**Run 1: clock network drawn from the DEF**

(8 px per um)
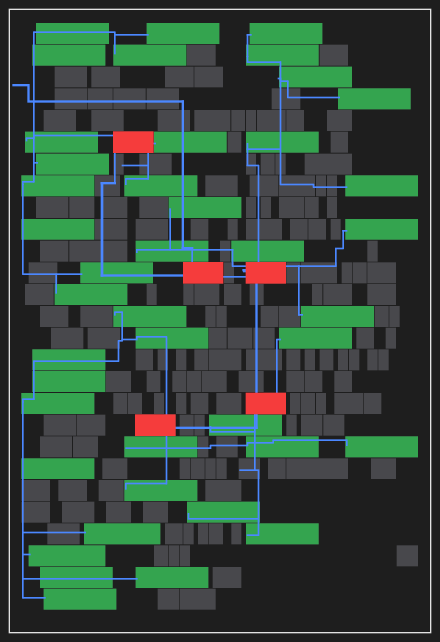
**Run 1: met2 routing**

(4 px per um)
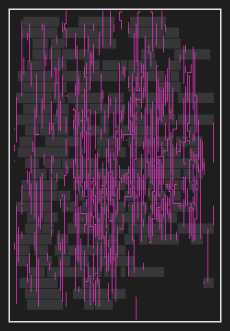
**Run 1: placed cells, one colour a class**

(4 px per um) Fill, decap, tap and diode cells in grey.
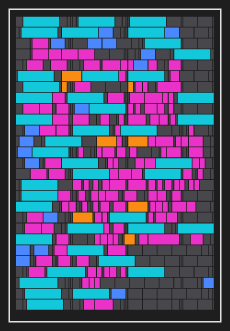
**Run 1: ports around the boundary**

(4 px per um) Pins as bars across the die edge, other pins in grey.
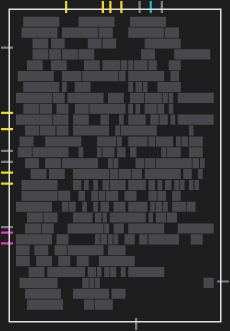
**src/rtl/uart_rx_ext.sv**
```systemverilog
// uart_rx_ext: parametrised UART receiver with input synchroniser, false-start
// rejection, run-time parity selection, framing/parity/overrun reporting and a
// one-entry valid/ready holding register on the output.
// Optional build macro: UART_RX_MAJORITY_EN -- every bit decision becomes the
// 2-of-3 majority of the last three rx_s values ending at the sample point.
module uart_rx_ext #(
    parameter int DATA_BITS    = 8,
    parameter int CLKS_PER_BIT = 521,
    parameter int STOP_BITS    = 1,
    parameter int CNT_W        = 10
) (
    input  logic                 clk_i,
    input  logic                 reset_ni,
    input  logic                 rx_i,
    input  logic [1:0]           parity_mode_i,
    output logic [DATA_BITS-1:0] data_o,
    output logic                 valid_o,
    input  logic                 ready_i,
    output logic                 parity_err_o,
    output logic                 frame_err_o,
    output logic                 overrun_o,
    output logic                 busy_o
);

    typedef enum logic [2:0] {
        IDLE,
        START,
        DATA,
        PARITY,
        STOP,
        WAIT_HIGH
    } state_t;

    localparam int BCW = (DATA_BITS > 1) ? $clog2(DATA_BITS) : 1;

    localparam logic [CNT_W-1:0] CNT_LAST  = CNT_W'(CLKS_PER_BIT - 1);
    localparam logic [CNT_W-1:0] CNT_HALF  = CNT_W'(CLKS_PER_BIT / 2);
    localparam logic [CNT_W-1:0] CNT_ONE   = CNT_W'(1);
    localparam logic [BCW-1:0]   BIT_LAST  = BCW'(DATA_BITS - 1);
    localparam logic [BCW-1:0]   BIT_ONE   = BCW'(1);
    localparam logic             STOP_LAST = 1'(STOP_BITS - 1);

    state_t                 state;
    logic                   rx_meta;
    logic                   rx_s;
    logic [CNT_W-1:0]       cnt;
    logic [BCW-1:0]         bit_cnt;
    logic [DATA_BITS-1:0]   shift_r;
    logic [1:0]             par_mode;
    logic                   par_flag;
    logic                   frame_flag;
    logic                   stop_idx;
    logic                   samp;
    logic                   sample_pt;

    // 2-of-3 vote used when majority sampling is built in
    function automatic logic maj3(input logic a, input logic b, input logic c);
        return (a & b) | (a & c) | (b & c);
    endfunction

    // Parity check: mode[1] selects odd parity (expected bit is inverted XOR)
    function automatic logic parity_bad(input logic [DATA_BITS-1:0] d,
                                        input logic [1:0]           mode,
                                        input logic                 bit_in);
        return bit_in != ((^d) ^ mode[1]);
    endfunction

    // Two-flop synchroniser, idles high so reset looks like an idle line
    always_ff @(posedge clk_i or negedge reset_ni) begin
        if (!reset_ni) begin
            rx_meta <= 1'b1;
            rx_s    <= 1'b1;
        end else begin
            rx_meta <= rx_i;
            rx_s    <= rx_meta;
        end
    end

`ifdef UART_RX_MAJORITY_EN
    // Two previous rx_s values; together with the current rx_s they form the
    // three-sample window ending at the sample point
    logic [1:0] hist;

    // Shift rx_s history every cycle
    always_ff @(posedge clk_i or negedge reset_ni) begin
        if (!reset_ni) begin
            hist <= 2'b11;
        end else begin
            hist <= {hist[0], rx_s};
        end
    end

    assign samp = maj3(hist[1], hist[0], rx_s);
`else
    assign samp = rx_s;
`endif

    assign sample_pt = (cnt == CNT_LAST);
    assign busy_o    = (state != IDLE);

    // Receive FSM plus holding register and error flags
    always_ff @(posedge clk_i or negedge reset_ni) begin
        if (!reset_ni) begin
            state        <= IDLE;
            cnt          <= '0;
            bit_cnt      <= '0;
            shift_r      <= '0;
            par_mode     <= 2'b00;
            par_flag     <= 1'b0;
            frame_flag   <= 1'b0;
            stop_idx     <= 1'b0;
            data_o       <= '0;
            valid_o      <= 1'b0;
            parity_err_o <= 1'b0;
            frame_err_o  <= 1'b0;
            overrun_o    <= 1'b0;
        end else begin
            overrun_o <= 1'b0;
            if (valid_o && ready_i) begin
                valid_o <= 1'b0;
            end
            case (state)
                IDLE: begin
                    if (!rx_s) begin
                        state      <= START;
                        cnt        <= '0;
                        par_mode   <= parity_mode_i;
                        par_flag   <= 1'b0;
                        frame_flag <= 1'b0;
                        bit_cnt    <= '0;
                        stop_idx   <= 1'b0;
                    end
                end
                START: begin
                    if (cnt == CNT_HALF) begin
                        cnt   <= '0;
                        state <= samp ? IDLE : DATA;
                    end else begin
                        cnt <= cnt + CNT_ONE;
                    end
                end
                DATA: begin
                    if (sample_pt) begin
                        cnt     <= '0;
                        shift_r <= {samp, shift_r[DATA_BITS-1:1]};
                        if (bit_cnt == BIT_LAST) begin
                            bit_cnt <= '0;
                            state   <= (par_mode == 2'b01 || par_mode == 2'b10) ? PARITY : STOP;
                        end else begin
                            bit_cnt <= bit_cnt + BIT_ONE;
                        end
                    end else begin
                        cnt <= cnt + CNT_ONE;
                    end
                end
                PARITY: begin
                    if (sample_pt) begin
                        cnt      <= '0;
                        par_flag <= parity_bad(shift_r, par_mode, samp);
                        state    <= STOP;
                    end else begin
                        cnt <= cnt + CNT_ONE;
                    end
                end
                STOP: begin
                    if (sample_pt) begin
                        cnt <= '0;
                        if (stop_idx == STOP_LAST) begin
                            // Accept into the holding register if it is empty or
                            // being drained this very cycle, otherwise drop
                            if (!valid_o || ready_i) begin
                                data_o       <= shift_r;
                                parity_err_o <= par_flag;
                                frame_err_o  <= frame_flag | ~samp;
                                valid_o      <= 1'b1;
                            end else begin
                                overrun_o <= 1'b1;
                            end
                            state <= samp ? IDLE : WAIT_HIGH;
                        end else begin
                            stop_idx   <= 1'b1;
                            frame_flag <= frame_flag | ~samp;
                        end
                    end else begin
                        cnt <= cnt + CNT_ONE;
                    end
                end
                WAIT_HIGH: begin
                    if (rx_s) begin
                        state <= IDLE;
                    end
                end
                default: state <= IDLE;
            endcase
        end
    end

endmodule

```
**config.mk**
```make
export PLATFORM = sky130hd
export DESIGN_NAME = uart_rx_ext
export DESIGN_NICKNAME = d
export VERILOG_FILES = /design/src/rtl/uart_rx_ext.sv
export SDC_FILE = /design/constraint.sdc
export NUM_CORES = 1
export LEC_CHECK = 0
export CORE_ASPECT_RATIO = 1.5
export CORE_UTILIZATION = 55
export DETAILED_ROUTE_END_ITERATION = 12
export GPL_TIMING_DRIVEN = 1
export PLACE_DENSITY = 0.75
export SLEW_MARGIN = 40
export SYNTH_ARGS = -nofsm -noshare
export SYNTH_HDL_FRONTEND = slang
export SYNTH_SLANG_ARGS = --single-unit
```
**constraint.sdc**
```tcl
create_clock -name clk_i -period 5.14 [get_ports clk_i]
set_input_delay 0.514 -clock clk_i [delete_from_list [all_inputs] [get_ports clk_i]]
set_output_delay 0.514 -clock clk_i [all_outputs]
set_load 0.02 [all_outputs]
```
==> reports/qor.yml, run 1 <==
logic_synthesis:
  synth.distinct_cells: 43
  ys_area_mm2: 0.00210
  flop_cell: "dfrtp_1"
  numSynthFlops: 42
  floorplan.nets: 198
  top_cells_by_area: "dfrtp_1, mux2_2, xnor2_1, nand2_1, nor2_1"
  yosysTopAreaCell: "dfrtp_1"
  synth_top_area_share: 0.476
  yosysSeqAreaShare: 0.501
  ys_async_sr_fraction: 1.00
final_layout:
  areaGrowthSynthToFinish_pct: 12.3
  comb_area_um2: 962
  seqCellArea_mm2: 0.00105
  num_antenna_cells: 0
  final_common_cell: "dfrtp_1"
  lay_top_cells: "dfrtp_1, mux2_2, nand2_1, clkdlybuf4s50_1, nor2_1"
  nNetsFinal: 217
  drive_gt1_frac: 0.197
power_and_ir_drop:
  seqPwrFrac: 0.601
  irDropWorstVdd_mv: 0.233
  swShare: 0.218
  power.total_uw: 556
  leakage_uw: 0.00104
  intPower_uw: 435
  powerDensity_mw_per_mm2: 235
  pwr-share-comb: 0.027
critical_path:
  crit_chain: "nor4_4 > nand3_1 > nor3b_2 > mux2_2"
  required_ns: 5.32
  critical_path.top_delay_family: "simple AND/OR/NAND/NOR gates"
  cp.arrival_ns: 2.52
  cp_num_buf_inv: 0
  critPathCaptureType: "register"
  start_kind: "register"
  r2r_slack_ns: 2.80
  cp.depth: 4
  crit_fanout: 11
grt:
  grt-busiest-layer: "met2"
  grt_pass1_vias: 1603
  antenna_found_initial: 0
  grt_max_degree: 43
  grt_use_total: 0.239
  grt_pass1_wl_um: 7160
  grt_overflow: 0
  met1_usage: 0.263
die:
  rows: 27
  fp-utilization: 0.576
  chip_area_mm2: 0.00408
  io_pins: 19
run:
  warnings: 27
  maxCapViolCount: 0
place:
  gp_congestion: 0.819
clock_tree:
  post_cts_buffers: 0
  root_buffer: "clkbuf_8"
  postCtsHoldBufs: 0
  numCtsBuffers: 5
  cts_tree: "built"
  htreeDepth: 2
  path_clk_slew_ns: 0.08
  cts_buffer_depth: 2
  clock-sinks: 42
  cts-resized-gates: 0
final_timing:
  fin_setup_tns_ns: 0
  period_minus_slack_ns: 2.34
  whs_ns: 0.193
  max_slew_margin: 0.485
  finalMaxSlewViolations: 0
  hold_viol: 0
  max_slew.worst_pin.slew_ns: 0.769
  max_freq_mhz: 426
  period_used_share: 0.456
drt:
  drt_iter0_drc: 51
  viasPerCell: 6.05
  drtPass1Iterations: 4
  routedWlPerCell_um: 16.5
  ant_nets: 0
outcome:
  status: "finished clean"
worst_hold_path:
  holdCritPathClass: "input port to asynchronous set/reset pin"
About 'clock network drawn from the DEF':
Green is flip-flops, count 42. Blue is clock wires, length 498 um. Red is clock drivers, count 5.
Position of the flops: widely spread. There are 6 routed clock nets.
clock network power share: 0.372
clock latency on the worst-skew pair: 0.29 ns
clk_skew: 0.00693 ns
Clk. pwr: 207 uW

About 'met2 routing':
The layer carries 2270 um of wire. The layer holds 55% of the routed length. The wires run mostly vertical. 198 nets have wire on it. The longest straight run is 34.9 um.
WL final: 4140 um
met2 usage: 0.411
total number of vias: 1519

About 'placed cells, one colour a class':
Blue is remaining buffers and delay cells, cells 18, share of their area 7.7%. Cyan is sequential cells, cells 42, share of their area 46%. Orange is clock drivers and dummy loads, cells 8, share of their area 3.6%. Magenta is combinational and other logic, cells 140, share of their area 43%.
core area: 0.00365 mm2
fin util: 0.647

About 'ports around the boundary':
Magenta is parity_mode_i, pins 2, direction input, edge left. Cyan is valid_o, pins 1, direction output, edge top. Yellow is data_o, pins 8, direction output, edge 4 left, 4 top.
Die Width: 52.5 um
port bufs: 18

[run 1: stage by stage]
step	instance area, um2	cells	setup slack [ns]	util
floorplan	2100	188	3.32	-
global placement	2270	243	2.89	0.623
detailed placement	2280	243	2.79	0.624
CTS	2360	251	2.78	0.647
global route	2360	251	2.62	0.647
finish	2360	251	2.80	0.647
[run 1: flip-flops by register name, indices dropped and copies added, names as in the netlist]
name	count
par_flag	1
overrun_o	1
bit_cnt	3
rx_s	1
state	3
cnt	10
data_o	8
parity_err_o	1
rx_meta	1
valid_o	1
frame_err_o	1
shift_r	8
frame_flag	1
par_mode	2
[run 1: power by group through the flow]
stage / sequential (uW) / combinational, uW / clock [uW]
CTS: 334 / 15.8 / 210
finish: 334 / 15.1 / 207
global route: 334 / 17.6 / 223
global placement: 340 / 14.9 / 0
floorplan: 340 / 4.84 / 0
detailed placement: 341 / 15.7 / 0
[run 1: layer usage]
metal,share of wire,up-vias
met1,0.38,759
met3,0.038,15
li1,-,703
met4,0.028,0
met5,0,-
met2,0.55,42
[run 1: path summary, 6_finish.rpt]
| path | from | end |
|---|---|---|
| worst max-delay path | cnt[5]$_DFFE_PN0P_ | data_o[1]$_DFFE_PN0P_ |
| worst min-delay path | reset_ni | cnt[7]$_DFFE_PN0P_ |
| worst max register to register | cnt[5]$_DFFE_PN0P_ | data_o[1]$_DFFE_PN0P_ |
| worst min register to register | rx_meta$_DFF_PN1_ | rx_s$_DFF_PN1_ |
| max in group asynchronous | reset_ni | rx_meta$_DFF_PN1_ |
| min in group clk_i | rx_meta$_DFF_PN1_ | rx_s$_DFF_PN1_ |
[run 1: cells in the mapped netlist, types with 2 or more instances]
cell / n
mux2i_1: 2
nand3b_1: 2
a31oi_1: 6
a21oi_1: 2
inv_1: 8
nand3_1: 6
and3_1: 2
nand4_1: 3
o21ai_0: 10
dfstp_2: 2
buf_6: 4
nor2b_1: 2
mux2_2: 20
dfrtp_1: 40
nor2_1: 15
and2_4: 2
a22o_2: 2
a2bb2oi_1: 2
xnor2_1: 10
nand2b_1: 2
nor3_1: 3
ha_1: 4
nand2_1: 19
[run 1: area by class of cell]
| class | count | area share |
|---|---|---|
| sequential | 42 | 0.446 |
| multi-input combinational | 132 | 0.408 |
| timing repair buffer | 18 | 0.0753 |
| clock buffer | 7 | 0.0323 |
| tap | 43 | 0.0228 |
| inverter | 8 | 0.0127 |
| clock inverter | 1 | 0.00318 |
[run 1: cells by family after synthesis]
| family | synth area share |
|---|---|
| flops | 0.501 |
| xor+xnor | 0.0416 |
| fa+ha+maj | 0.0238 |
| simple gates | 0.175 |
| mux | 0.117 |
| buf+inv | 0.0416 |
| compound gates | 0.100 |
==> inputs of run 2 (changes only) <==
--- a/config.mk
+++ b/config.mk
@@ -6,10 +6,10 @@
 export NUM_CORES = 1
 export LEC_CHECK = 0
 export CORE_ASPECT_RATIO = 1.5
-export CORE_UTILIZATION = 55
+export CORE_UTILIZATION = 51
 export DETAILED_ROUTE_END_ITERATION = 12
 export GPL_TIMING_DRIVEN = 1
-export PLACE_DENSITY = 0.75
+export PLACE_DENSITY = 0.73
 export SLEW_MARGIN = 40
 export SYNTH_ARGS = -nofsm -noshare
 export SYNTH_HDL_FRONTEND = slang
==> constraint.sdc (replaced) <==
create_clock -name clk_i -period 2 [get_ports clk_i]
set_input_delay 0.2 -clock clk_i [delete_from_list [all_inputs] [get_ports clk_i]]
set_output_delay 0.2 -clock clk_i [all_outputs]
set_load 0.02 [all_outputs]
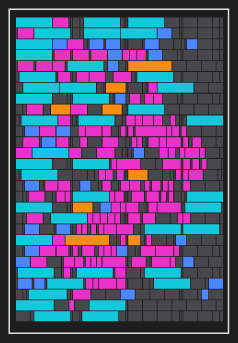
**Above:** run 2 (placed cells, one colour a class).
(4 px per um) Fill, decap, tap and diode cells in grey.
core area: 0.00396 mm2
design area: 0.00252 mm2
fin util: 0.636

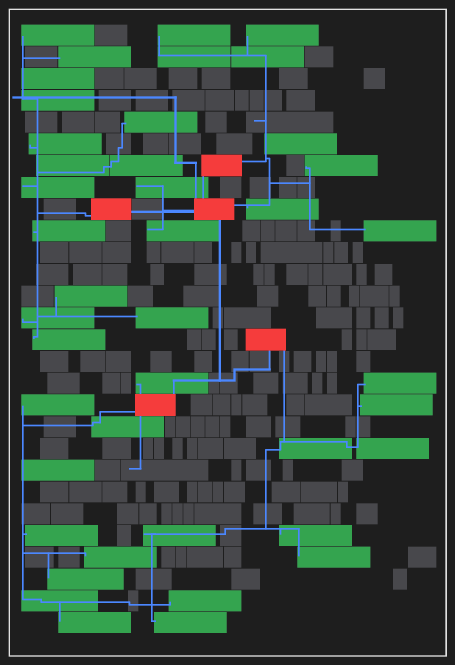
**Above:** run 2 (clock network drawn from the DEF).
(8 px per um)
clk_skew: 0.00195 ns
Clk. pwr: 795 uW

==> reports/qor.yml, run 2 <==
drt:
  ant_nets: 0
  wirelength_um: 4240
  routedWlPerCell_um: 16.1
clock_tree:
  root_buffer: "clkbuf_8"
  htreeDepth: 2
  clk_latency_ns: 0.29
  cts_tree: "built"
  clock-sinks: 42
logic_synthesis:
  xor_area_frac: 0.0416
  flop_cell: "dfrtp_1"
  ys_async_sr_fraction: 1.00
  synthAoiAreaFrac: 0.0999
  top_cell: "dfrtp_1"
  ys_sh_mux: 0.117
  top_cells_by_area: "dfrtp_1, mux2_2, xnor2_1, nand2_1, nor2_1"
  synth.distinct_cells: 43
  numSynthFlops: 42
  ys_top_logic_family: "simple AND/OR/NAND/NOR gates"
final_timing:
  fin_setup_tns_ns: 0
  max_slew.worst_pin.slew_ns: 0.649
  period_used_share: 0.942
  max_freq_mhz: 531
  max_slew_margin: 0.567
final_layout:
  final_cells: 264
  areaGrowthSynthToFinish_pct: 19.7
  num_antenna_cells: 0
  top_register: "cnt"
  reg.largest.list: "cnt: 10 flops, data_o: 8 flops, shift_r: 8 flops"
  lay_top_cells: "dfrtp_1, mux2_2, nand2_1, clkdlybuf4s50_1, nor2_1"
outcome:
  status: "finished clean"
critical_path:
  crit_fanout: 6
  required_ns: 1.80
  critPathCaptureType: "output pin"
  cp_num_buf_inv: 3
  crit_chain: "buf_4 > inv_1 > nand2_1 > clkdlybuf4s50_1"
  critical_path.top_delay_family: "buffers and inverters"
die:
  io_pins: 19
  rows: 28
grt:
  grt_max_degree: 29
  grt-busiest-layer: "met2"
  grt_pass1_wl_um: 6980
run:
  maxCapViolCount: 0
place:
  place_area_mm2: 0.00235
  portBuffers: 18
power_and_ir_drop:
  irDropWorstVdd_mv: 0.625
  power.total_uw: 1700
  powerDensity_mw_per_mm2: 674
[run 2: path summary, 6_finish.rpt]
check                                      from              endpoint  slack (ns)
setup / recovery           state[1]$_DFFE_PN0P_                busy_o        0.12
hold / removal                             rx_i     rx_meta$_DFF_PN1_        0.31
setup reg to reg             cnt[5]$_DFFE_PN0P_  state[2]$_DFFE_PN0P_        0.16
hold reg to reg               rx_meta$_DFF_PN1_        rx_s$_DFF_PN1_        0.36
max in group asynchronous              reset_ni     rx_meta$_DFF_PN1_        0.88
min in group asynchronous              reset_ni    cnt[6]$_DFFE_PN0P_        0.46
[run 2: power by group]
| group | total [uW] | internal, uW | switching [uW] | leakage [uW] |
|---|---|---|---|---|
| logic | 43.1 | 19.4 | 23.7 | 0.000509 |
| clock network | 795 | 500 | 295 | 0.0000683 |
| registers | 858 | 854 | 4.04 | 0.000555 |
| total | 1700 | 1370 | 323 | 0.00113 |
[run 2: per-layer routing]
layer / routed length (um) / share of wire / vias to the layer above
met1: 1610 / 0.38 / 736
met5: 0 / 0 / -
li1: - / - / 725
met2: 2400 / 0.57 / 27
met3: 156 / 0.037 / 6
met4: 66 / 0.016 / 0
[run 2: what timing repair did]
action                                 4_1_cts  5_1_grt
buffers inserted                             0        0
setup endpoints to repair                    0        5
endpoints found under the hold margin       26        0
resized                                      0        3
hold buffers                                 1        0
[run 2: area by class of cell]
class / count / area, um2
Fill cell: 305 / 1440
Sequential cell: 42 / 1050
Multi-Input combinational cell: 132 / 980
Timing Repair Buffer: 29 / 260
Clock buffer: 5 / 68.8
Clock inverter: 3 / 68.8
Tap cell: 45 / 56.3
Inverter: 8 / 30.0
[run 2: kinds of logic after synthesis]
kind of cell             Yosys count
adder cells (fa/ha/maj)            4
buffers and inverters             14
multiplexers                      22
XOR/XNOR                          10
AND/OR/NAND/NOR                   66
AND-OR/OR-AND                     30
flip-flops                        42
[run 2: stage by stage]
stage	util	setup WS (ns)	hold slack [ns]
2_1_floorplan	-	0.185	-0.0956
3_3_place_gp	0.594	0.150	0.242
3_5_place_dp	0.594	0.0174	0.252
4_1_cts	0.631	0.0459	0.310
5_1_grt	0.636	0.00712	0.313
6_report	0.636	0.115	0.312
==> inputs of run 3 (changes only) <==
--- a/config.mk
+++ b/config.mk
@@ -10,7 +10,6 @@
 export DETAILED_ROUTE_END_ITERATION = 12
 export GPL_TIMING_DRIVEN = 1
 export PLACE_DENSITY = 0.73
-export SLEW_MARGIN = 40
 export SYNTH_ARGS = -nofsm -noshare
 export SYNTH_HDL_FRONTEND = slang
 export SYNTH_SLANG_ARGS = --single-unit
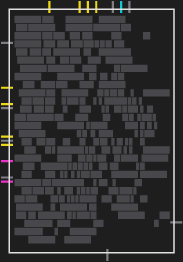
**Above:** run 3 (ports around the boundary).
(3 px per um) Pins as bars across the die edge, other pins in grey.
Cyan is valid_o, pins 1, direction output, edge top. Yellow is data_o, pins 8, direction output, edge 4 left, 4 top. Magenta is parity_mode_i, pins 2, direction input, edge left.
All pins by edge: 10 left, 7 top, 1 bottom, 1 right.
Die Width: 54.4 um
Die H: 80.7 um

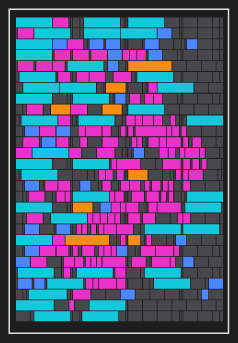
**Above:** run 3 (placed cells, one colour a class).
(4 px per um) Fill, decap, tap and diode cells in grey.
Cyan is sequential cells, cells 42, share of their area 43%. Magenta is combinational and other logic, cells 140, share of their area 41%. Orange is clock drivers and dummy loads, cells 8, share of their area 5.6%. Blue is remaining buffers and delay cells, cells 29, share of their area 11%.
sequential cell area share: 0.418
Row Count: 28

==> reports/qor.yml, run 3 <==
worst_hold_path:
  holdCritPathClass: "input port to register"
final_layout:
  seqCellArea_mm2: 0.00105
  reg.largest.list: "cnt: 10 flops, data_o: 8 flops, shift_r: 8 flops"
  nNetsFinal: 228
  areaGrowthSynthToFinish_pct: 19.7
  top_register: "cnt"
  final_core_util: 0.636
  lay_top_cells: "dfrtp_1, mux2_2, nand2_1, clkdlybuf4s50_1, nor2_1"
place:
  portBuffers: 18
  place_ws_ns: 0.0174
  gp_congestion: 0.851
die:
  io_pins: 19
  fp-utilization: 0.531
  fp.coreArea_mm2: 0.00396
  chip_area_mm2: 0.00439
clock_tree:
  cts_tree: "built"
  clock-sinks: 42
  root_buffer: "clkbuf_8"
  post_cts_buffers: 0
  path_clk_slew_ns: 0.08
  htreeDepth: 2
logic_synthesis:
  ys_async_sr_fraction: 1.00
  top_cells_by_area: "dfrtp_1, mux2_2, xnor2_1, nand2_1, nor2_1"
  ys_area_mm2: 0.00210
  top_cell: "dfrtp_1"
  numSynthFlops: 42
  yosysTopAreaCell: "dfrtp_1"
  synth.distinct_cells: 43
  flop_cell: "dfrtp_1"
  synth_top_area_share: 0.476
  netlist_top_cells_count: "dfrtp_1, mux2_2, nand2_1"
grt:
  grt_overflow: 0
  met1_usage: 0.244
  antenna_found_initial: 0
  grt_pass1_wl_um: 6980
  grt-busiest-layer: "met2"
  grt_use_total: 0.224
critical_path:
  start_kind: "register"
  crit_chain: "buf_4 > inv_1 > nand2_1 > clkdlybuf4s50_1"
  crit_fanout: 6
final_timing:
  fin_setup_tns_ns: 0
  finalMaxSlewViolations: 0
  max_slew.worst_pin.slew_ns: 0.649
  whs_ns: 0.312
  max_freq_mhz: 531
drt:
  ant_nets: 0
  drtPass1Iterations: 4
  viasPerCell: 5.66
  wirelength_um: 4240
  via_count: 1494
power_and_ir_drop:
  leakage_uw: 0.00113
  powerDensity_mw_per_mm2: 674
run:
  maxCapViolCount: 0
outcome:
  status: "finished clean"
[run 3: cell counts after synthesis]
Identical to the previous run, type by type.
[run 3: metrics by stage]
stage | cells | total power (uW)
4_1_cts | 264 | 1710
3_3_place_gp | 255 | 917
6_report | 264 | 1700
5_1_grt | 264 | 1750
3_5_place_dp | 255 | 918
2_1_floorplan | 188 | 886
[run 3: final timing paths]
path,startpoint,to,slack [ns],cells past startpoint
setup reg to reg,cnt[5]$_DFFE_PN0P_,state[2]$_DFFE_PN0P_,0.16,6
min in group asynchronous,reset_ni,cnt[6]$_DFFE_PN0P_,0.46,2
setup / recovery,state[1]$_DFFE_PN0P_,busy_o,0.12,4
max in group asynchronous,reset_ni,rx_meta$_DFF_PN1_,0.88,3
hold / removal,rx_i,rx_meta$_DFF_PN1_,0.31,1
hold reg to reg,rx_meta$_DFF_PN1_,rx_s$_DFF_PN1_,0.36,0
[run 3: cells by family after synthesis]
| logic type | Yosys count | synth area share |
|---|---|---|
| simple gates | 66 | 0.175 |
| flops | 42 | 0.501 |
| compound gates | 30 | 0.100 |
| mux | 22 | 0.117 |
| buf+inv | 14 | 0.0416 |
| xor+xnor | 10 | 0.0416 |
| fa+ha+maj | 4 | 0.0238 |
[run 3: report_power, final]
group	switching, uW	total [uW]	internal, uW	leakage [uW]
Combinational	23.7	43.1	19.4	0.000509
Sequential	4.04	858	854	0.000555
Clock	295	795	500	0.0000683
Total	323	1700	1370	0.00113
[run 3: metal layers]
metal,wire length (um),vias to the layer above
met2,2400,27
li1,-,725
met3,156,6
met5,0,-
met1,1610,736
met4,66,0
[run 3: repair_timing]
item,in CTS,in global routing
setup endpoints to repair,0,5
resized,0,3
endpoints found under the hold margin,26,0
hold buffers,1,0
[run 3: cell type report]
class                      instances  share of cell area
timing repair buffer              29               0.103
tap                               45              0.0224
multi-input combinational        132               0.389
clock inverter                     3              0.0273
sequential                        42               0.418
inverter                           8              0.0119
clock buffer                       5              0.0273
[run 3: worst max-delay path, delay by kind of cell, from the launching register on]
| family | cells | cell delay, ns |
|---|---|---|
| buf+inv | 3 | 0.87 |
| flops | 1 | 0.44 |
| simple gates | 1 | 0.09 |
Power and IR drop assume default switching activity.
